`config.mk`:
```
export PLATFORM = sky130hd
export DESIGN_NAME = pingpong_tile_scheduler_flat
export DESIGN_NICKNAME = d
export VERILOG_FILES = /design/src/rtl/pingpong_tile_scheduler_if.sv /design/src/rtl/pingpong_tile_scheduler.sv /design/src/flat_wrapper.sv
export SDC_FILE = /design/constraint.sdc
export NUM_CORES = 1
export LEC_CHECK = 0
export CORE_ASPECT_RATIO = 2
export CORE_UTILIZATION = 45
export DETAILED_ROUTE_END_ITERATION = 10
export PLACE_DENSITY_LB_ADDON = 0.25
export SLEW_MARGIN = 40
export SYNTH_ARGS = -nofsm -noshare
export SYNTH_HDL_FRONTEND = slang
export SYNTH_SLANG_ARGS = --single-unit
```
`constraint.sdc`:
```
create_clock -name clk -period 3.4 [get_ports clk]
set_input_delay 0.68 -clock clk [delete_from_list [all_inputs] [get_ports clk]]
set_output_delay 0.68 -clock clk [all_outputs]
set_load 0.005 [all_outputs]
```
`src/rtl/pingpong_tile_scheduler_if.sv`:
```
// Handshake bundle between the tile scheduler, its job issuer, the DMA loader and the memory subsystem.
// The scheduler itself connects through the master modport.
interface pingpong_tile_scheduler_if #(
    parameter int ADDR_W = 16,
    parameter int CNT_W  = 16
);
    logic              start;
    logic [CNT_W-1:0]  num_tiles;
    logic [CNT_W-1:0]  k_tiles;
    logic [ADDR_W-1:0] tile_len;
    logic [ADDR_W-1:0] wgt_base;
    logic              load_req;
    logic              load_buf;
    logic              load_ack;
    logic              load_done;
    logic              agu_valid;
    logic [ADDR_W-1:0] agu_addr_A;
    logic [ADDR_W-1:0] agu_addr_B;
    logic              ping_pong_sel;
    logic              accum_mode;
    logic              clear_psum;
    logic              wb_req;
    logic              wb_done;
    logic              busy;
    logic              done;

    modport master (
        input  start, num_tiles, k_tiles, tile_len, wgt_base,
        input  load_ack, load_done, wb_done,
        output load_req, load_buf, agu_valid, agu_addr_A, agu_addr_B,
        output ping_pong_sel, accum_mode, clear_psum, wb_req, busy, done
    );

    modport slave (
        output start, num_tiles, k_tiles, tile_len, wgt_base,
        output load_ack, load_done, wb_done,
        input  load_req, load_buf, agu_valid, agu_addr_A, agu_addr_B,
        input  ping_pong_sel, accum_mode, clear_psum, wb_req, busy, done
    );
endinterface

```
`src/rtl/pingpong_tile_scheduler.sv`:
```
// Ping-pong tile scheduler: a loader fills ActBufA/ActBufB alternately while the compute FSM
// streams the previously filled buffer to the systolic array and manages PSumBuf writeback.
module pingpong_tile_scheduler #(
    parameter int ADDR_W = 16,
    parameter int CNT_W  = 16
) (
    input logic                     clk,
    input logic                     rst_n,
    pingpong_tile_scheduler_if.master bus
);
    localparam logic [2:0] S_IDLE     = 3'd0;
    localparam logic [2:0] S_CLEAR    = 3'd1;
    localparam logic [2:0] S_WAIT_BUF = 3'd2;
    localparam logic [2:0] S_STREAM   = 3'd3;
    localparam logic [2:0] S_FLUSH    = 3'd4;
    localparam logic [2:0] S_WB       = 3'd5;
    localparam logic [2:0] S_DONE     = 3'd6;

    localparam logic [CNT_W-1:0]  CNT_ONE  = {{(CNT_W-1){1'b0}}, 1'b1};
    localparam logic [ADDR_W-1:0] ADDR_ONE = {{(ADDR_W-1){1'b0}}, 1'b1};

    logic [2:0]        state_reg, state_next;
    logic [CNT_W-1:0]  num_reg, k_reg;
    logic [ADDR_W-1:0] len_reg, base_reg;
    logic [CNT_W-1:0]  comp_idx_reg, grp_pos_reg, load_idx_reg;
    logic [ADDR_W-1:0] beat_reg, addr_b_reg;
    logic [1:0]        full_reg, full_next;
    logic              outstanding_reg;

    logic cur_buf, last_tile, group_end, last_beat, stream_end, tile_phase;
    logic loader_active, load_tgt, load_req, fill_accept, fill_complete;

    assign cur_buf    = comp_idx_reg[0];
    assign last_tile  = (comp_idx_reg == num_reg - CNT_ONE);
    assign group_end  = (grp_pos_reg == k_reg - CNT_ONE);
    assign last_beat  = (beat_reg == len_reg - ADDR_ONE);
    assign stream_end = (state_reg == S_STREAM) && last_beat;
    assign tile_phase = (state_reg == S_WAIT_BUF) || (state_reg == S_STREAM) || (state_reg == S_FLUSH);

    always_comb begin
        state_next = state_reg;
        case (state_reg)
            S_IDLE:     if (bus.start) state_next = S_CLEAR;
            S_CLEAR:    state_next = ((num_reg == '0) || (len_reg == '0)) ? S_DONE : S_WAIT_BUF;
            S_WAIT_BUF: if (full_reg[cur_buf]) state_next = S_STREAM;
            S_STREAM:   if (last_beat) state_next = S_FLUSH;
            S_FLUSH:    state_next = (group_end || last_tile) ? S_WB : S_WAIT_BUF;
            S_WB:       if (bus.wb_done) state_next = last_tile ? S_DONE : S_WAIT_BUF;
            S_DONE:     state_next = S_IDLE;
            default:    state_next = S_IDLE;
        endcase
    end

    // grp_pos tracks comp_idx mod k without a divider; addr_b restarts at wgt_base per group.
    always_ff @(posedge clk or negedge rst_n) begin
        if (!rst_n) begin
            state_reg    <= S_IDLE;
            num_reg      <= '0;
            k_reg        <= '0;
            len_reg      <= '0;
            base_reg     <= '0;
            comp_idx_reg <= '0;
            grp_pos_reg  <= '0;
            beat_reg     <= '0;
            addr_b_reg   <= '0;
        end else begin
            state_reg <= state_next;
            case (state_reg)
                S_IDLE: begin
                    if (bus.start) begin
                        num_reg  <= bus.num_tiles;
                        k_reg    <= (bus.k_tiles == '0) ? CNT_ONE : bus.k_tiles;
                        len_reg  <= bus.tile_len;
                        base_reg <= bus.wgt_base;
                    end
                end
                S_CLEAR: begin
                    comp_idx_reg <= '0;
                    grp_pos_reg  <= '0;
                    beat_reg     <= '0;
                    addr_b_reg   <= base_reg;
                end
                S_STREAM: begin
                    beat_reg   <= last_beat ? '0 : beat_reg + ADDR_ONE;
                    addr_b_reg <= addr_b_reg + ADDR_ONE;
                end
                S_FLUSH: begin
                    if (!(group_end || last_tile)) begin
                        comp_idx_reg <= comp_idx_reg + CNT_ONE;
                        grp_pos_reg  <= grp_pos_reg + CNT_ONE;
                    end
                end
                S_WB: begin
                    if (bus.wb_done && !last_tile) begin
                        comp_idx_reg <= comp_idx_reg + CNT_ONE;
                        grp_pos_reg  <= '0;
                        addr_b_reg   <= base_reg;
                    end
                end
                default: ;
            endcase
        end
    end

    assign loader_active = (state_reg == S_WAIT_BUF) || (state_reg == S_STREAM) ||
                           (state_reg == S_FLUSH) || (state_reg == S_WB);
    assign load_tgt      = load_idx_reg[0];
    assign load_req      = loader_active && (load_idx_reg < num_reg) &&
                           !full_reg[load_tgt] && !outstanding_reg;
    assign fill_accept   = load_req && bus.load_ack;
    // A done pulse only counts against an accepted fill, possibly accepted this very cycle.
    assign fill_complete = bus.load_done && (outstanding_reg || fill_accept);

    always_ff @(posedge clk or negedge rst_n) begin
        if (!rst_n) begin
            load_idx_reg    <= '0;
            outstanding_reg <= 1'b0;
        end else if (state_reg == S_CLEAR) begin
            load_idx_reg    <= '0;
            outstanding_reg <= 1'b0;
        end else if (fill_complete) begin
            load_idx_reg    <= load_idx_reg + CNT_ONE;
            outstanding_reg <= 1'b0;
        end else if (fill_accept) begin
            outstanding_reg <= 1'b1;
        end
    end

    // The buffer being streamed stays full until its last beat, so the loader cannot target it.
    generate
        for (genvar gi = 0; gi < 2; gi++) begin : g_full
            assign full_next[gi] = (state_reg == S_CLEAR)                 ? 1'b0 :
                                   (fill_complete && load_tgt == 1'(gi))  ? 1'b1 :
                                   (stream_end && cur_buf == 1'(gi))      ? 1'b0 :
                                                                            full_reg[gi];
        end
    endgenerate

    always_ff @(posedge clk or negedge rst_n) begin
        if (!rst_n) full_reg <= 2'b00;
        else        full_reg <= full_next;
    end

    assign bus.load_req      = load_req;
    assign bus.load_buf      = load_req & load_tgt;
    assign bus.agu_valid     = (state_reg == S_STREAM);
    assign bus.agu_addr_A    = (state_reg == S_STREAM) ? beat_reg : '0;
    assign bus.agu_addr_B    = (state_reg == S_STREAM) ? addr_b_reg : '0;
    assign bus.ping_pong_sel = tile_phase & cur_buf;
    assign bus.accum_mode    = tile_phase & (grp_pos_reg != '0);
    assign bus.clear_psum    = (state_reg == S_CLEAR);
    assign bus.wb_req        = (state_reg == S_WB);
    assign bus.busy          = (state_reg != S_IDLE) && (state_reg != S_DONE);
    assign bus.done          = (state_reg == S_DONE);
endmodule

```
`src/flat_wrapper.sv`:
```
// flat-port wrapper written by rule: the top's interface ports become plain ports
module pingpong_tile_scheduler_flat 
#(
    parameter int ADDR_W = 16,
    parameter int CNT_W  = 16
)
  (clk, rst_n, bus_start, bus_num_tiles, bus_k_tiles, bus_tile_len, bus_wgt_base, bus_load_ack, bus_load_done, bus_wb_done, bus_load_req, bus_load_buf, bus_agu_valid, bus_agu_addr_A, bus_agu_addr_B, bus_ping_pong_sel, bus_accum_mode, bus_clear_psum, bus_wb_req, bus_busy, bus_done);
  pingpong_tile_scheduler_if #(.ADDR_W(ADDR_W), .CNT_W(CNT_W)) bus_i ();
  input logic clk;
  input logic rst_n;
  input wire logic [$bits(bus_i.start)-1:0] bus_start;
  input wire logic [$bits(bus_i.num_tiles)-1:0] bus_num_tiles;
  input wire logic [$bits(bus_i.k_tiles)-1:0] bus_k_tiles;
  input wire logic [$bits(bus_i.tile_len)-1:0] bus_tile_len;
  input wire logic [$bits(bus_i.wgt_base)-1:0] bus_wgt_base;
  input wire logic [$bits(bus_i.load_ack)-1:0] bus_load_ack;
  input wire logic [$bits(bus_i.load_done)-1:0] bus_load_done;
  input wire logic [$bits(bus_i.wb_done)-1:0] bus_wb_done;
  output wire logic [$bits(bus_i.load_req)-1:0] bus_load_req;
  output wire logic [$bits(bus_i.load_buf)-1:0] bus_load_buf;
  output wire logic [$bits(bus_i.agu_valid)-1:0] bus_agu_valid;
  output wire logic [$bits(bus_i.agu_addr_A)-1:0] bus_agu_addr_A;
  output wire logic [$bits(bus_i.agu_addr_B)-1:0] bus_agu_addr_B;
  output wire logic [$bits(bus_i.ping_pong_sel)-1:0] bus_ping_pong_sel;
  output wire logic [$bits(bus_i.accum_mode)-1:0] bus_accum_mode;
  output wire logic [$bits(bus_i.clear_psum)-1:0] bus_clear_psum;
  output wire logic [$bits(bus_i.wb_req)-1:0] bus_wb_req;
  output wire logic [$bits(bus_i.busy)-1:0] bus_busy;
  output wire logic [$bits(bus_i.done)-1:0] bus_done;
  assign bus_i.start = bus_start;
  assign bus_i.num_tiles = bus_num_tiles;
  assign bus_i.k_tiles = bus_k_tiles;
  assign bus_i.tile_len = bus_tile_len;
  assign bus_i.wgt_base = bus_wgt_base;
  assign bus_i.load_ack = bus_load_ack;
  assign bus_i.load_done = bus_load_done;
  assign bus_i.wb_done = bus_wb_done;
  assign bus_load_req = bus_i.load_req;
  assign bus_load_buf = bus_i.load_buf;
  assign bus_agu_valid = bus_i.agu_valid;
  assign bus_agu_addr_A = bus_i.agu_addr_A;
  assign bus_agu_addr_B = bus_i.agu_addr_B;
  assign bus_ping_pong_sel = bus_i.ping_pong_sel;
  assign bus_accum_mode = bus_i.accum_mode;
  assign bus_clear_psum = bus_i.clear_psum;
  assign bus_wb_req = bus_i.wb_req;
  assign bus_busy = bus_i.busy;
  assign bus_done = bus_i.done;
  pingpong_tile_scheduler #(.ADDR_W(ADDR_W), .CNT_W(CNT_W)) u_core (.clk(clk), .rst_n(rst_n), .bus(bus_i));
endmodule
```
The metal 1 layer:
Supply wires on this layer in gray.
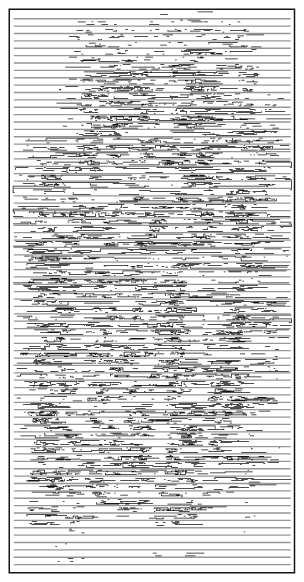
wire length on this layer: 9,830 um
longest straight run: 37.7 um

M2 wires:
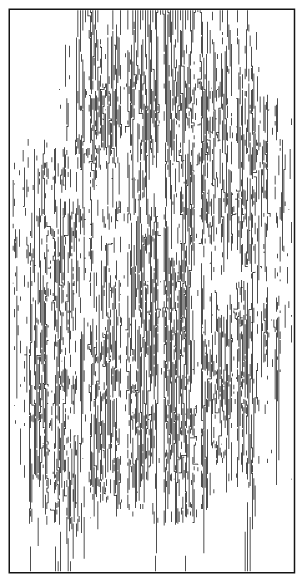
main direction: vertical
share of all routed wire: 56%

Metal 3:
Bar = 20 um. Cells faint in the background.
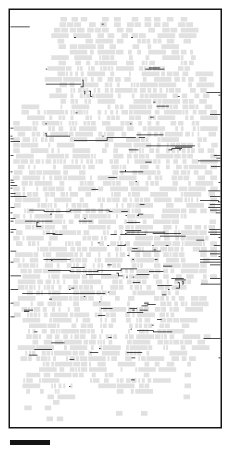
nets with wire on the layer: 121
longest straight run: 40.9 um

Met4 routing:
Supply wires on this layer in gray. Cells faint in the background.
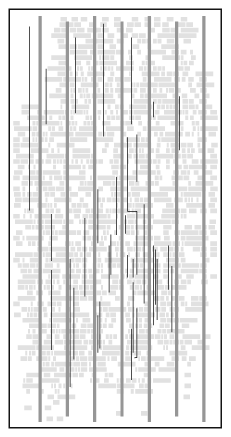
main direction: vertical
share of all routed wire: 3.9%

Clock wiring as the flow saved it:
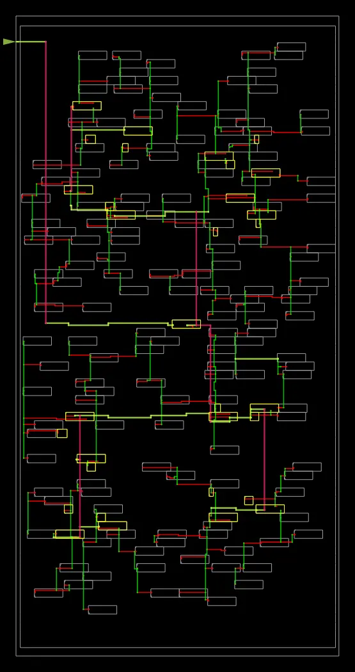
clk pwr: 1.71 mW
number of clock buffers in the layout: 21
clock sink count: 150

==> flow_summary.yaml <==
# generated from flow reports
run_status:
  status: "completed"
placed_design:
  dp_slack_ns: 0.0308
  place_inst: 1394
  port_buffers: 110
  gp_congestion: 0.883
  dpl_cell_area_um2: 11000
  hpwl_um: 19300
final_layout:
  layoutNonFillerInstCount: 1432
  sh_seq_area_pct: 32.1
  area_growth_pct: 23.3
  top_area_cell_class: "logic gates"
  n_fill_cell: 1916
  final-comb-area_um2: 5440
  n_all_buffers: 155
  lay_top_cells: "dfrtp_1 (149), clkdlybuf4s50_1 (108), nand2_1 (97)"
  comb_cells: 786
  inverters_excl_clock: 43
  layout_top_cell: "dfrtp_1"
sta:
  max_freq_mhz: 302
  finalClockSkew_ns: 0.0106
  period_used_pct: 97.3
  rsz0062_at_grt: "yes"
  drv_slew: 0
  finalSetupViolCount: 0
  tightestPinTransition_ns: 0.643
  relSlewSlack_pct: 57.0
  hold_violations: 0
floorplan:
  die_h_um: 207
  rows: 74
  fp.dieW_um: 105
  die_area_um2: 21700
  floorplan.core_util_pct: 46.1
yosys:
  postSynthNetCount: 1131
  ys_types: 76
  yosysChipArea_um2: 9480
  postSynthSeqShare_pct: 39.6
  synth_area_leader_cell: "dfrtp_1"
  netlist_area_um2: 9480
  synth_warnings: 0
  edf_count: 0
  synthFlopType: "dfrtp_1"
  synth.avg_cell_area_um2: 9.15
  ys_top_cells_by_area: "dfrtp_1 (40%), mux2_2 (5.2%), xnor2_1 (4.2%), nand2_1 (3.8%), ha_1 (3.3%)"
clocking:
  clock_latency_ns: 0.44
  root_buffer: "clkbuf_16"
  cts_buffers: 17
  cts_tree: "built"
  cts.clk_slew.worst_paths_ns: 0.07
  clock_path_buffers: 2
  htreeDepth: 4
  post_cts_buffers: 3
  ctsHoldBuffers: 0
worst_setup_path:
  critical_path.startpoint_type: "flip-flop"
  slowest_delay_ns: 0.50
  critPathMaxFanout: 7
  endpoint_kind: "flip-flop"
  crit_slowest_cell: "a2111o_1"
  path_cells: "xnor2_1 > or4b_1 > a2111o_1 > a2111o_1 > o41ai_4 > a21oi_2 > o21bai_2 > or3_1 > mux2i_1"
  cpMostUsedCell: "a2111o_1"
  criticalPathCategory: "reg2reg"
  worstPathArrival_ns: 3.66
job:
  openroad.warnings: 29
  max-cap-violations: 0
pwr:
  finalPower_mw: 9.67
  leakage_nw: 5.00
routing:
  viasPerCell: 5.89
  avgRoutedWirePerCell_um: 18.5
  drcViolationCount: 0
  ant_nets: 0
  via_count: 8437
  drt-initial-drc-count: 434
grt:
  grt_usage_pct: 25.2
  grt_pass1_vias: 8596
  grt-ovfl-total: 0
hold_path:
  hold_path.class: "in2async"
-- per-layer routing --
metal	wire length, um	global-route usage, %	vias up
met1	9830	26.6	4103
met4	1040	12.2	0
li1	-	-	4025
met2	14800	47.7	239
met3	862	3.74	70
met5	0	0	-
-- kinds of logic (layout without fill, tap and decap cells) --
family	Yosys count	after routing	synth area share, %
AOI/OAI and AO/OA	227	227	15.8
xor gates and xnor gates	70	70	6.47
adders and majority gates	25	25	3.30
buffers and inverters	100	230	4.07
DFF	150	150	39.6
muxes	66	66	7.57
and+or+nand+nor	398	398	23.2
-- path summary, 6_finish.rpt --
| path | slack [ns] | cells past startpoint | startpoint | to |
|---|---|---|---|---|
| max | 0.09 | 9 | u_core.comp_idx_reg[10]$_DFFE_PN0P_ | u_core.comp_idx_reg[7]$_DFFE_PN0P_ |
| min | 0.15 | 1 | rst_n | u_core.load_idx_reg[11]$_DFFE_PN0N_ |
| max reg2reg | 0.09 | 9 | u_core.comp_idx_reg[10]$_DFFE_PN0P_ | u_core.comp_idx_reg[7]$_DFFE_PN0P_ |
| min reg2reg | 0.50 | 1 | u_core.base_reg[12]$_DFFE_PN0P_ | u_core.base_reg[12]$_DFFE_PN0P_ |
| max in group asynchronous | 2.44 | 2 | rst_n | u_core.k_reg[1]$_DFFE_PN0P_ |
| min in group clk | 0.50 | 1 | u_core.base_reg[12]$_DFFE_PN0P_ | u_core.base_reg[12]$_DFFE_PN0P_ |
-- where the power goes --
part	switching, mW	internal (mW)
Combinational	2.55	2.23
Sequential	0.767	2.41
Clock	0.779	0.930
-- critical path, delay by kind of cell (launching register included) --
kind | cells | cell delay [ns]
flip-flops | 1 | 0.42
multiplexers | 1 | 0.19
AND/OR/NAND/NOR | 2 | 0.64
AND-OR/OR-AND | 5 | 1.80
XOR/XNOR | 1 | 0.17
Power is estimated from default activity; no workload was simulated.
